### config.mk
export PLATFORM = sky130hd
export DESIGN_NAME = psram_backend_flat
export DESIGN_NICKNAME = d
export VERILOG_FILES = /design/src/rtl/psram_pkg.sv /design/src/rtl/psram_backend_if.sv /design/src/rtl/psram_wait_counter.sv /design/src/rtl/psram_backend.sv /design/src/flat_wrapper.sv
export SDC_FILE = /design/constraint.sdc
export NUM_CORES = 1
export LEC_CHECK = 0
export CAP_MARGIN = 40
export CORE_MARGIN = 10
export CORE_UTILIZATION = 46
export CTS_CLUSTER_DIAMETER = 100
export CTS_CLUSTER_SIZE = 10
export DETAILED_ROUTE_END_ITERATION = 16
export HOLD_SLACK_MARGIN = 0.02
export PLACE_DENSITY = 0.83
export SYNTH_ARGS = -nofsm -noshare
export SYNTH_HDL_FRONTEND = slang
export SYNTH_SLANG_ARGS = --single-unit
### constraint.sdc
create_clock -name clk -period 4.08 [get_ports clk]
set_input_delay 0.816 -clock clk [delete_from_list [all_inputs] [get_ports clk]]
set_output_delay 0.816 -clock clk [all_outputs]
set_load 0.005 [all_outputs]
### src/rtl/psram_pkg.sv
// Shared definitions for the asynchronous PSRAM back end: bus widths,
// burst geometry and the transaction FSM state encoding.
package psram_pkg;

  localparam int ADDR_W    = 23;
  localparam int DATA_W    = 16;
  localparam int BURST_LEN = 4;
  localparam int CNT_W     = 4;

  typedef enum logic [2:0] {
    S_IDLE,
    S_RD_ACC,
    S_RD_PAGE,
    S_WR_ACC,
    S_WR_HOLD,
    S_RECOVER
  } psram_state_e;

  // Chip enable is asserted for every access phase, never in IDLE/RECOVER.
  function automatic logic ce_active(input psram_state_e s);
    return (s == S_RD_ACC) || (s == S_RD_PAGE) || (s == S_WR_ACC) || (s == S_WR_HOLD);
  endfunction

  // Output enable only while the device is driving read data.
  function automatic logic oe_active(input psram_state_e s);
    return (s == S_RD_ACC) || (s == S_RD_PAGE);
  endfunction

  // Our DQ drivers are on while write data is presented and held.
  function automatic logic dq_drive(input psram_state_e s);
    return (s == S_WR_ACC) || (s == S_WR_HOLD);
  endfunction

endpackage

### src/rtl/psram_backend_if.sv
// Request/response bus between the dual-port frontend (master) and the
// PSRAM back end (slave).
interface psram_backend_if;
  import psram_pkg::*;

  logic [DATA_W-1:0] app_data_wr;
  logic [ADDR_W-1:0] app_addr;
  logic              app_wr;
  logic              app_rd;
  logic              app_burst;
  logic              op_begun;
  logic              data_ok;
  logic              op_finished;
  logic [DATA_W-1:0] data_rd;

  modport master (
    output app_data_wr, app_addr, app_wr, app_rd, app_burst,
    input  op_begun, data_ok, op_finished, data_rd
  );

  modport slave (
    input  app_data_wr, app_addr, app_wr, app_rd, app_burst,
    output op_begun, data_ok, op_finished, data_rd
  );

endinterface

### src/rtl/psram_wait_counter.sv
// Loadable wait-state down-counter. A phase loaded with N lasts N cycles:
// done_o is high in the N-th cycle. done_next_o looks one cycle ahead so a
// registered strobe can land in that final cycle.
module psram_wait_counter
  import psram_pkg::*;
(
  input  logic             clk,
  input  logic             reset,
  input  logic             load_i,
  input  logic [CNT_W-1:0] load_val_i,
  output logic             done_o,
  output logic             done_next_o
);

  logic [CNT_W-1:0] cnt_q;
  logic [CNT_W-1:0] cnt_d;

  // Reload on phase entry, otherwise count down and park at zero.
  always_comb begin
    cnt_d = cnt_q;
    if (load_i) begin
      cnt_d = load_val_i;
    end else if (cnt_q != '0) begin
      cnt_d = cnt_q - CNT_W'(1);
    end
  end

  // Counter register.
  always_ff @(posedge clk or negedge reset) begin
    if (!reset) begin
      cnt_q <= '0;
    end else begin
      cnt_q <= cnt_d;
    end
  end

  assign done_o      = (cnt_q == CNT_W'(1));
  assign done_next_o = (cnt_d == CNT_W'(1));

endmodule

### src/rtl/psram_backend.sv
// Memory-side responder for the dual-port frontend. Runs one word read,
// 4-word page-mode burst read or word write per transaction against an
// asynchronous cellular PSRAM, with all PSRAM pins and frontend strobes
// driven from registers.
module psram_backend
  import psram_pkg::*;
#(
  parameter int unsigned T_RD   = 4,
  parameter int unsigned T_PAGE = 2,
  parameter int unsigned T_WR   = 4,
  parameter int unsigned T_GAP  = 1
) (
  input  logic              clk,
  input  logic              reset,
  psram_backend_if.slave    bus,
  output logic [ADDR_W-1:0] mem_addr,
  output logic [DATA_W-1:0] mem_dq_o,
  output logic              mem_dq_oe,
  input  logic [DATA_W-1:0] mem_dq_i,
  output logic              mem_ce_n,
  output logic              mem_oe_n,
  output logic              mem_we_n,
  output logic              mem_adv_n,
  output logic              mem_clk,
  output logic              mem_cre,
  output logic              mem_ub_n,
  output logic              mem_lb_n
);

  // Page beats after the initial access, counted 0..PAGE_LAST.
  localparam logic [1:0] PAGE_LAST = 2'(BURST_LEN - 2);

  psram_state_e      state_q;
  psram_state_e      state_d;
  logic              wait_done;
  logic              wait_done_next;
  logic              wait_load;
  logic [CNT_W-1:0]  wait_val;
  logic              accept;
  logic              capture;

  logic              burst_q;
  logic [1:0]        page_q;
  logic [ADDR_W-1:0] mem_addr_q;
  logic [DATA_W-1:0] mem_dq_o_q;
  logic [DATA_W-1:0] data_rd_q;
  logic              op_begun_q;
  logic              data_ok_q;
  logic              op_finished_q;
  logic              mem_ce_n_q;
  logic              mem_oe_n_q;
  logic              mem_we_n_q;
  logic              mem_dq_oe_q;

  psram_wait_counter u_wait (
    .clk         (clk),
    .reset       (reset),
    .load_i      (wait_load),
    .load_val_i  (wait_val),
    .done_o      (wait_done),
    .done_next_o (wait_done_next)
  );

  // Next-state logic; the wait counter is reloaded whenever a phase starts,
  // including each repeated page beat.
  always_comb begin
    state_d   = state_q;
    capture   = 1'b0;
    wait_load = 1'b0;
    wait_val  = '0;
    case (state_q)
      S_IDLE: begin
        if (bus.app_wr) begin
          state_d = S_WR_ACC;
        end else if (bus.app_rd) begin
          state_d = S_RD_ACC;
        end
      end
      S_RD_ACC: begin
        if (wait_done) begin
          capture = 1'b1;
          state_d = burst_q ? S_RD_PAGE : S_RECOVER;
        end
      end
      S_RD_PAGE: begin
        if (wait_done) begin
          capture = 1'b1;
          state_d = (page_q == PAGE_LAST) ? S_RECOVER : S_RD_PAGE;
        end
      end
      S_WR_ACC: begin
        if (wait_done) begin
          state_d = S_WR_HOLD;
        end
      end
      S_WR_HOLD: begin
        if (wait_done) begin
          state_d = S_RECOVER;
        end
      end
      S_RECOVER: begin
        if (wait_done) begin
          state_d = S_IDLE;
        end
      end
      default: state_d = S_IDLE;
    endcase

    accept    = (state_q == S_IDLE) && (state_d != S_IDLE);
    wait_load = (state_d != S_IDLE) && ((state_d != state_q) || wait_done);
    case (state_d)
      S_RD_ACC:  wait_val = CNT_W'(T_RD);
      S_RD_PAGE: wait_val = CNT_W'(T_PAGE);
      S_WR_ACC:  wait_val = CNT_W'(T_WR);
      S_WR_HOLD: wait_val = CNT_W'(1);
      S_RECOVER: wait_val = CNT_W'(T_GAP);
      default:   wait_val = '0;
    endcase
  end

  // FSM state register.
  always_ff @(posedge clk or negedge reset) begin
    if (!reset) begin
      state_q <= S_IDLE;
    end else begin
      state_q <= state_d;
    end
  end

  // Registered pins and strobes, decoded from the state being entered so
  // they line up with that state's cycles.
  always_ff @(posedge clk or negedge reset) begin
    if (!reset) begin
      op_begun_q    <= 1'b0;
      data_ok_q     <= 1'b0;
      op_finished_q <= 1'b0;
      mem_ce_n_q    <= 1'b1;
      mem_oe_n_q    <= 1'b1;
      mem_we_n_q    <= 1'b1;
      mem_dq_oe_q   <= 1'b0;
      data_rd_q     <= '0;
      mem_addr_q    <= '0;
      mem_dq_o_q    <= '0;
      burst_q       <= 1'b0;
      page_q        <= '0;
    end else begin
      op_begun_q    <= accept;
      data_ok_q     <= capture;
      op_finished_q <= (state_d == S_RECOVER) && wait_done_next;
      mem_ce_n_q    <= !ce_active(state_d);
      mem_oe_n_q    <= !oe_active(state_d);
      mem_we_n_q    <= (state_d != S_WR_ACC);
      mem_dq_oe_q   <= dq_drive(state_d);
      if (capture) begin
        data_rd_q <= mem_dq_i;
      end
      if (accept) begin
        mem_addr_q <= bus.app_addr;
        mem_dq_o_q <= bus.app_data_wr;
        burst_q    <= bus.app_burst;
        page_q     <= '0;
      end else if (capture && (state_d == S_RD_PAGE)) begin
        // Page beats wrap inside the aligned 4-word group.
        mem_addr_q[1:0] <= mem_addr_q[1:0] + 2'd1;
        if (state_q == S_RD_PAGE) begin
          page_q <= page_q + 2'd1;
        end
      end
    end
  end

  assign bus.op_begun    = op_begun_q;
  assign bus.data_ok     = data_ok_q;
  assign bus.op_finished = op_finished_q;
  assign bus.data_rd     = data_rd_q;

  assign mem_addr  = mem_addr_q;
  assign mem_dq_o  = mem_dq_o_q;
  assign mem_dq_oe = mem_dq_oe_q;
  assign mem_ce_n  = mem_ce_n_q;
  assign mem_oe_n  = mem_oe_n_q;
  assign mem_we_n  = mem_we_n_q;

  // Asynchronous mode, full 16-bit access.
  assign mem_adv_n = 1'b0;
  assign mem_clk   = 1'b0;
  assign mem_cre   = 1'b0;
  assign mem_ub_n  = 1'b0;
  assign mem_lb_n  = 1'b0;

endmodule

### src/flat_wrapper.sv
// flat-port wrapper written by rule: the top's interface ports become plain ports
module psram_backend_flat import psram_pkg::*;
#(
  parameter int unsigned T_RD   = 4,
  parameter int unsigned T_PAGE = 2,
  parameter int unsigned T_WR   = 4,
  parameter int unsigned T_GAP  = 1
)
  (clk, reset, mem_addr, mem_dq_o, mem_dq_oe, mem_dq_i, mem_ce_n, mem_oe_n, mem_we_n, mem_adv_n, mem_clk, mem_cre, mem_ub_n, mem_lb_n, bus_app_data_wr, bus_app_addr, bus_app_wr, bus_app_rd, bus_app_burst, bus_op_begun, bus_data_ok, bus_op_finished, bus_data_rd);
  psram_backend_if bus_i ();
  input  logic clk;
  input  logic reset;
  output logic [ADDR_W-1:0] mem_addr;
  output logic [DATA_W-1:0] mem_dq_o;
  output logic mem_dq_oe;
  input  logic [DATA_W-1:0] mem_dq_i;
  output logic mem_ce_n;
  output logic mem_oe_n;
  output logic mem_we_n;
  output logic mem_adv_n;
  output logic mem_clk;
  output logic mem_cre;
  output logic mem_ub_n;
  output logic mem_lb_n;
  input wire logic [$bits(bus_i.app_data_wr)-1:0] bus_app_data_wr;
  input wire logic [$bits(bus_i.app_addr)-1:0] bus_app_addr;
  input wire logic [$bits(bus_i.app_wr)-1:0] bus_app_wr;
  input wire logic [$bits(bus_i.app_rd)-1:0] bus_app_rd;
  input wire logic [$bits(bus_i.app_burst)-1:0] bus_app_burst;
  output wire logic [$bits(bus_i.op_begun)-1:0] bus_op_begun;
  output wire logic [$bits(bus_i.data_ok)-1:0] bus_data_ok;
  output wire logic [$bits(bus_i.op_finished)-1:0] bus_op_finished;
  output wire logic [$bits(bus_i.data_rd)-1:0] bus_data_rd;
  assign bus_i.app_data_wr = bus_app_data_wr;
  assign bus_i.app_addr = bus_app_addr;
  assign bus_i.app_wr = bus_app_wr;
  assign bus_i.app_rd = bus_app_rd;
  assign bus_i.app_burst = bus_app_burst;
  assign bus_op_begun = bus_i.op_begun;
  assign bus_data_ok = bus_i.data_ok;
  assign bus_op_finished = bus_i.op_finished;
  assign bus_data_rd = bus_i.data_rd;
  psram_backend #(.T_RD(T_RD), .T_PAGE(T_PAGE), .T_WR(T_WR), .T_GAP(T_GAP)) u_core (.clk(clk), .reset(reset), .bus(bus_i), .mem_addr(mem_addr), .mem_dq_o(mem_dq_o), .mem_dq_oe(mem_dq_oe), .mem_dq_i(mem_dq_i), .mem_ce_n(mem_ce_n), .mem_oe_n(mem_oe_n), .mem_we_n(mem_we_n), .mem_adv_n(mem_adv_n), .mem_clk(mem_clk), .mem_cre(mem_cre), .mem_ub_n(mem_ub_n), .mem_lb_n(mem_lb_n));
endmodule
==> impl_metrics.json <==
{
  "outcome": "completed",
  "area_leaders": "dfrtp_1 56%, nand2_1 15%, mux2_2 6.2%",
  "start_kind": "primary input",
  "xor_share": 0.0114,
  "nNetsFinal": 489,
  "cts.sinks": 72,
  "use_met1": 0.174,
  "comb_cell_power_mw": 1.53,
  "met3_usage": 0.0694,
  "period_minus_slack_ns": 2.54,
  "route.detailed.drc": 0,
  "cts_setup_buffers": 0,
  "rr_endpoint": "u_core.bus.data_rd[9]$_DFFE_PN0P_",
  "synth_area_um2": 3070,
  "vias_per_cell": 4.95,
  "seqPwrFrac": 0.374,
  "slew_headroom": 0.453,
  "grt_pass1_vias": 2578,
  "crit_buf_inv": 3,
  "critical_path.top_delay_family": "simple AND/OR/NAND/NOR gates",
  "synth_flop_count": 72,
  "edf_count": 0,
  "power_clock_uw": 586,
  "mux_share": 0.0624,
  "crit_path_cell_trace": "clkdlybuf4s50_1 > or2_1 > nand2_1 > clkinv_1 > buf_4 > nor2_1 > nand4b_1 > nand3_1",
  "dr.first_iter.drc_count": 174,
  "crit_required_ns": 4.35,
  "wl_per_cell_um": 15.8,
  "io_pins": 127,
  "ys_warn_count": 0,
  "grt_overflow": 0,
  "seq_area_frac_synth": 0.589,
  "dp.final_hpwl_mm": 6.15,
  "ys_cells": 303,
  "die_y_um": 102,
  "timing.fmax_ghz": 0.394,
  "initCoreUtil": 0.477,
  "tritoncts": "done",
  "worstSetupPathType": "in -> reg",
  "place.gp.congestion": 0.816,
  "wl_mm": 8.01,
  "top_logic_kind": "simple AND/OR/NAND/NOR gates",
  "grt_use_total": 0.155,
  "synthToLayoutAreaGrowth_pct": 47.7,
  "intPower_mw": 2.29,
  "clockBufferDepth": 2,
  "lay_top_cells": "121 x nand2_1, 120 x clkdlybuf4s50_1, 69 x dfrtp_1",
  "aoi_share": 0.0714,
  "dr_total_vias": 2511
}
## cell type report
class	instances	area, µm²	share of cell area
well taps	77	96.3	0.0213
multi-input cells	210	1150	0.255
repair buffers	125	1240	0.274
flip-flops and latches	72	1810	0.399
clock buffers	11	131	0.0290
inverters	8	32.5	0.00718
clock inverters	4	70.1	0.0155
## routing by layer
metal  wire length, µm  up-vias
li1                  -     1219
met1              3180     1189
met5                 0        -
met3               868        8
met4                76        0
met2              3890       95
## stage by stage
step	hold slack, ns	worst slack, ns	area [µm²]	power (mW)	cells
after floorplan	0.470	1.79	3080	1.97	307
after global placement	0.457	1.25	4320	2.76	491
after detailed placement	0.461	1.20	4330	2.83	492
after CTS	0.480	1.55	4530	3.43	507
after global routing	0.498	1.36	4530	3.63	507
final	0.476	1.54	4530	3.38	507
### Routed clock nets over the placement

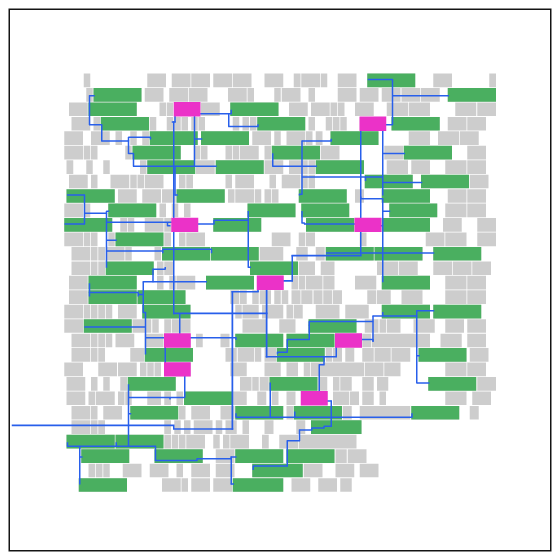
green -> flip-flops  # count 72
magenta -> cells driving clock nets  # count 9
blue -> clock wires  # length 837 µm
routed clock nets = 10
Clk network pwr share: 0.173
skew final: 0.00858 ns
clk_lat worst skew: 0.34 ns

### Cell placement

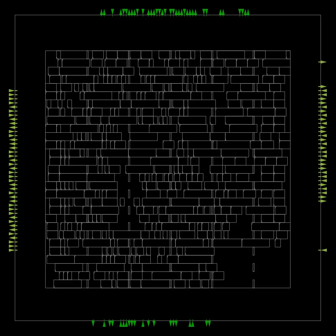
# fillers: 484
Seq/total area: 0.399
Flops: 72
Core Region: 6420 µm²
Tapcells: 77

### Drive-strength map

Scale bar: 20 µm.
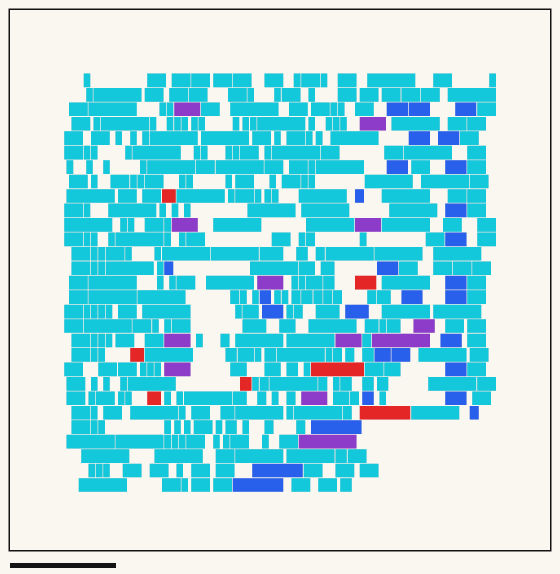
cyan -> drive 1 or less  # cells 383, most used nand2_1
blue -> drive 2  # cells 28, most used mux2_2
red -> drive 3 to 4  # cells 7, most used buf_4
purple -> drive 6 and up  # cells 12, most used clkbuf_8

### Signal metal coverage by tile

Scale bar: 20 µm. The die is cut into 20 by 20 equal tiles; dark purple is low, yellow is high, scaled to the fullest tile. Values are wire area over tile area, all layers added.
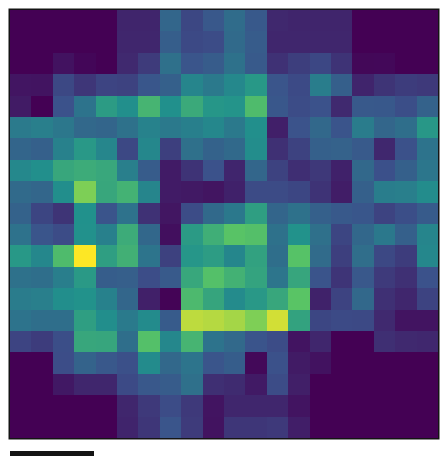
emptiest ninth of the die = lower right
densest ninth of the die = middle left
mean over tiles = 0.13
tiles over half the peak = 14%
fullest tile = 0.48
nearly empty tiles = 16%

### Where the registers sit

Other sequential cells in the stronger gray, the rest of the logic in the fainter gray.
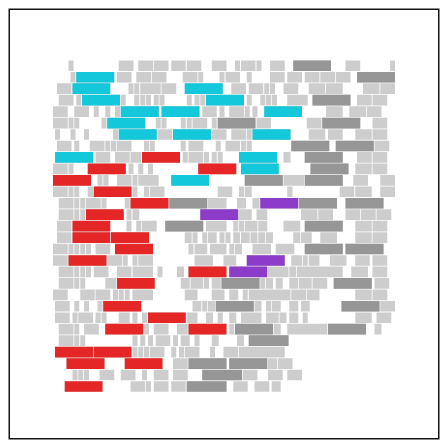
cyan -> `u_core.mem_dq_o`  # flops 16
red -> `u_core.mem_addr`  # flops 23
purple -> `u_core.u_wait.cnt_q`  # flops 4, where center
not colored = 29
FF/Latch Area: 1810 µm²
Util after Layout: 0.705
total sequential power: 1.26 mW

Power figures rest on the tool's default switching activity, not on a simulated workload.
